## config.mk

```make
export PLATFORM = sky130hd
export DESIGN_NAME = cpu_sequencer
export DESIGN_NICKNAME = d
export VERILOG_FILES = /design/src/rtl/cpu_sequencer.sv
export SDC_FILE = /design/constraint.sdc
export NUM_CORES = 1
export LEC_CHECK = 0
export ABC_AREA = 1
export ABC_CLOCK_PERIOD_IN_PS = 2800
export CAP_MARGIN = 40
export CELL_PAD_IN_SITES_DETAIL_PLACEMENT = 1
export CELL_PAD_IN_SITES_GLOBAL_PLACEMENT = 1
export CORE_AREA = 2 2 104 106
export DETAILED_ROUTE_END_ITERATION = 10
export DIE_AREA = 0 0 106 108
export PLACE_DENSITY_LB_ADDON = 0.1
export SYNTH_ARGS = -nofsm -noshare
export SYNTH_HDL_FRONTEND = slang
export SYNTH_SLANG_ARGS = --single-unit
```

## constraint.sdc

```tcl
create_clock -name clk -period 2.8 [get_ports clk]
set_input_delay 0.28 -clock clk [delete_from_list [all_inputs] [get_ports clk]]
set_output_delay 0.28 -clock clk [all_outputs]
set_load 0.02 [all_outputs]
```

## src/rtl/cpu_sequencer.sv

```systemverilog
// cpu_sequencer
//   Fetch/decode/execute controller for the 16-bit CPU. Each instruction is fetched
//   as two bytes (high byte first) over the 8-bit memory bus. The decoder is then
//   enabled for one cycle. An optional operand byte is fetched next, either inline
//   after the instruction or from RAM page zero. Finally one execute cycle issues
//   a single-cycle strobe to the datapath. The sequencer owns the program counter.
// Ports
//   clk, rst              clock, asynchronous active-high reset
//   run                   allow a new instruction fetch to start
//   mem_req/addr/ack      byte read handshake; a transfer completes on req & ack
//   mem_rdata             read byte, valid with mem_ack
//   inst, data            instruction and operand byte registers (to decoder)
//   dec_en                decoder enable (DECODE and EXECUTE cycles)
//   inst_*, source_*, rhs decoder results
//   operand               datapath operand: RAM byte or decoder rhs
//   acc_load/acc_add/out_lo_stb  one-cycle execute strobes
//   pc                    program counter
//   busy                  instruction in flight or fetch requested
module cpu_sequencer #(
  parameter logic [15:0] RESET_PC = 16'h0000
) (
  input  logic        clk,
  input  logic        rst,
  input  logic        run,
  output logic        mem_req,
  output logic [15:0] mem_addr,
  input  logic        mem_ack,
  input  logic [7:0]  mem_rdata,
  output logic [15:0] inst,
  output logic [7:0]  data,
  output logic        dec_en,
  input  logic        inst_nop,
  input  logic        inst_load,
  input  logic        inst_add,
  input  logic        inst_branch,
  input  logic        inst_out_lo,
  input  logic        source_imm,
  input  logic        source_ram,
  input  logic [15:0] rhs,
  output logic [15:0] operand,
  output logic        acc_load,
  output logic        acc_add,
  output logic        out_lo_stb,
  output logic [15:0] pc,
  output logic        busy
);

  typedef enum logic [2:0] {
    FETCH_HI,
    FETCH_LO,
    DECODE,
    OPERAND,
    EXECUTE
  } state_t;

  state_t state;
  logic   ram_op;     // operand byte comes from RAM page zero, not the inline stream
  logic   need_data;
  logic   xfer;
  logic   is_exec;
  logic   unused_dec;

  // Decoder flags are mutually exclusive; nop and source_imm need no action here.
  assign unused_dec = inst_nop ^ source_imm;

  assign need_data = (inst[15:14] == 2'b10) && (inst[10:9] == 2'b01);
  assign is_exec   = (state == EXECUTE);

  always_comb begin
    mem_req = 1'b0;
    unique case (state)
      FETCH_HI:          mem_req = run & ~rst;
      FETCH_LO, OPERAND: mem_req = 1'b1;
      default:           mem_req = 1'b0;
    endcase
  end

  assign mem_addr   = (state == OPERAND && ram_op) ? {8'h00, inst[7:0]} : pc;
  assign xfer       = mem_req & mem_ack;
  assign dec_en     = (state == DECODE) || is_exec;
  assign operand    = source_ram ? {8'h00, data} : rhs;
  // Priority keeps the strobes one-hot even if the decoder misbehaves.
  assign acc_load   = is_exec & inst_load;
  assign acc_add    = is_exec & inst_add & ~inst_load;
  assign out_lo_stb = is_exec & inst_out_lo & ~inst_load & ~inst_add;
  assign busy       = (state != FETCH_HI) || mem_req;

  always_ff @(posedge clk or posedge rst) begin
    if (rst) begin
      state  <= FETCH_HI;
      pc     <= RESET_PC;
      inst   <= '0;
      data   <= '0;
      ram_op <= 1'b0;
    end else begin
      unique case (state)
        FETCH_HI: begin
          if (xfer) begin
            inst[15:8] <= mem_rdata;
            pc         <= pc + 16'd1;
            state      <= FETCH_LO;
          end
        end
        FETCH_LO: begin
          if (xfer) begin
            inst[7:0] <= mem_rdata;
            pc        <= pc + 16'd1;
            state     <= DECODE;
          end
        end
        DECODE: begin
          // Latched here because decoder outputs are not valid while dec_en=0.
          ram_op <= source_ram & ~need_data;
          state  <= (need_data || source_ram) ? OPERAND : EXECUTE;
        end
        OPERAND: begin
          if (xfer) begin
            data <= mem_rdata;
            if (!ram_op) pc <= pc + 16'd1;
            state <= EXECUTE;
          end
        end
        EXECUTE: begin
          if (inst_branch && !inst_load && !inst_add && !inst_out_lo)
            pc <= pc + rhs;
          state <= FETCH_HI;
        end
        default: state <= FETCH_HI;
      endcase
    end
  end

endmodule

```

==> impl_metrics.toml <==
# physical design summary
[power]
sequential_power_share_pct = 25.6
netSwitchingPower_mw = 2.29
combPwrFrac_pct = 63.5
vdd_drop_max_mv = 0.484

[final_timing]
worst_hold_margin_ns = 0.492
fin_tns_setup_ns = 0
clock.fmax_mhz = 408

[critical_path]
critPathMaxFanout = 18
largest_stage_delay_on_the_critical_path_ns = 0.65
critical_path.most_common_cell = "inv_2"
worst_setup_path_start_kind = "flip-flop"

[clock_tree]
clock-root-buffer = "clkbuf_8"
clock_transition_at_the_register_clock_pins_on_the_worst_setup_and_hold_paths_after_cts_ns = 0.10

[outcome]
outcome = "completed"

[cells_and_area]
area_growth_syn_to_layout_pct = 43.0
multiInputGateArea_um2 = 1670
n_sequential_cell = 44
layout.area.top_class = "multi-input combinational cells"

[global_routing]
grt_pass1_wl_mm = 16.8
global_route.usage.met2_pct = 34.4
global_route.usage.met3_pct = 3.50

[logic_synthesis]
yosys-stat-cells = 465
ys_seq_share_pct = 35.0
ys_sh_aoi_pct = 9.42
xor_share_synth_pct = 1.95

[placement]
dp.cells = 704
gp_congestion = 0.796

[floorplan]
core-area_um2 = 10200
==> power by group through the flow <==
| stage | registers [mW] | logic, mW | clock network, mW |
|---|---|---|---|
| after global routing | 1.29 | 3.38 | 0.565 |
| after detailed placement | 1.26 | 3.11 | 0 |
| final | 1.24 | 3.07 | 0.523 |
| after floorplan | 1.50 | 1.53 | 0 |
| after CTS | 1.25 | 3.13 | 0.540 |
| after global placement | 1.25 | 3.05 | 0 |
==> final timing paths <==
kind                               to     start  cells after the start  slack (ns)
max                        out_lo_stb  state[1]                      6        0.35
min                          inst[13]       rst                      3        0.49
max reg2reg                    pc[14]  state[1]                     14        0.38
min reg2reg                  inst[13]  inst[13]                      1        0.51
max in group asynchronous      pc[12]       rst                      3        1.89
min in group clk             inst[13]  inst[13]                      1        0.51
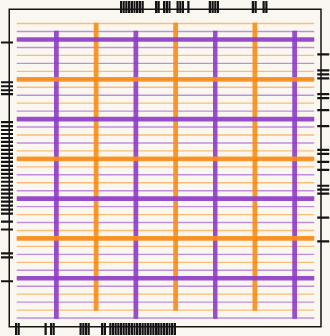
(PDN straps and rails)
Pins as bars on the die edge.
VDD -> orange
VSS -> purple
signal pins = 113
met4 straps = 7

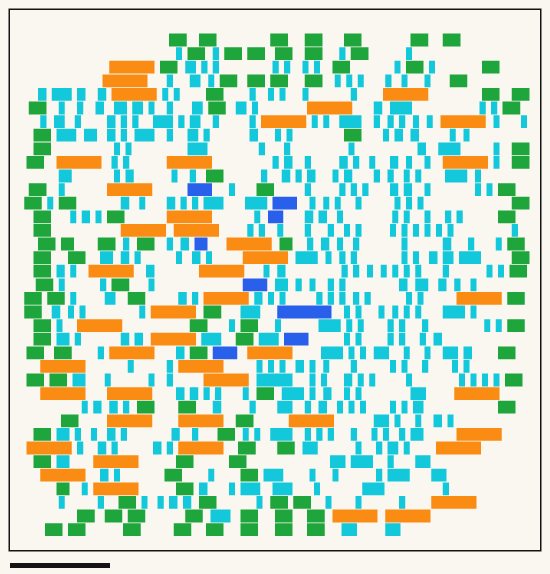
(cells colored by class)
Scale bar: 20 µm.
remaining buffers and delay cells -> green  # cells 113, share of their area 26%
clock drivers and dummy loads -> blue  # cells 8, share of their area 2.7%
registers -> orange  # cells 44, share of their area 25%
remaining logic cells -> cyan  # cells 411, share of their area 46%

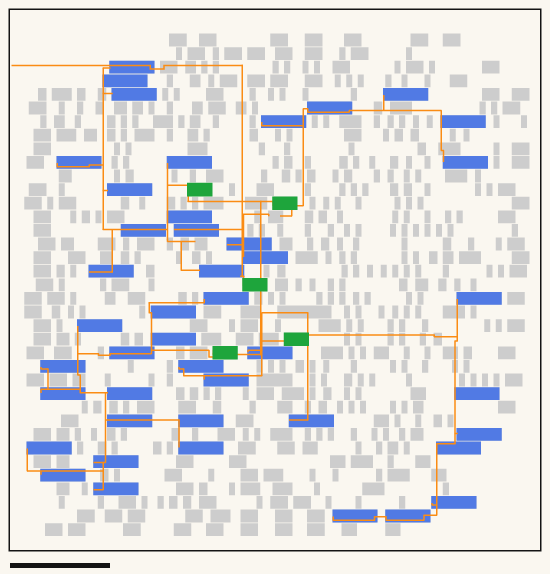
(clock distribution)
Scale bar: 20 µm.
clock-net drivers -> green  # count 5
clock wires -> orange  # length 705 µm
flip-flops -> blue  # count 44
routed clock nets = 6
flops lie = spread over the die

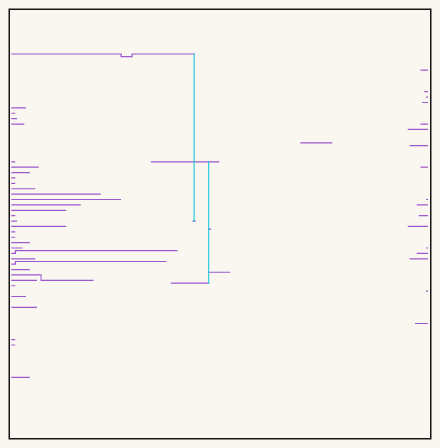
(routed metal, one color a layer)
Only two layers are drawn.
M4 -> cyan  # wire length 72.8 µm
M3 -> purple  # wire length 391 µm
wire length per cell: 14.2 µm
total routed wirelength: 10.1 mm
total global routing track utilization: 18.6%

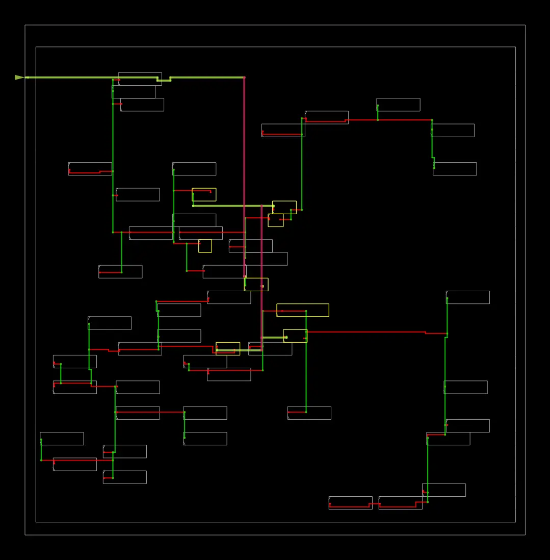
(clock nets)
clock group power: 0.523 mW
TritonCTS buffer count: 5
worst clock skew: 0.0145 ns
final-layout clock buffer total: 5

Power and IR drop assume default switching activity.
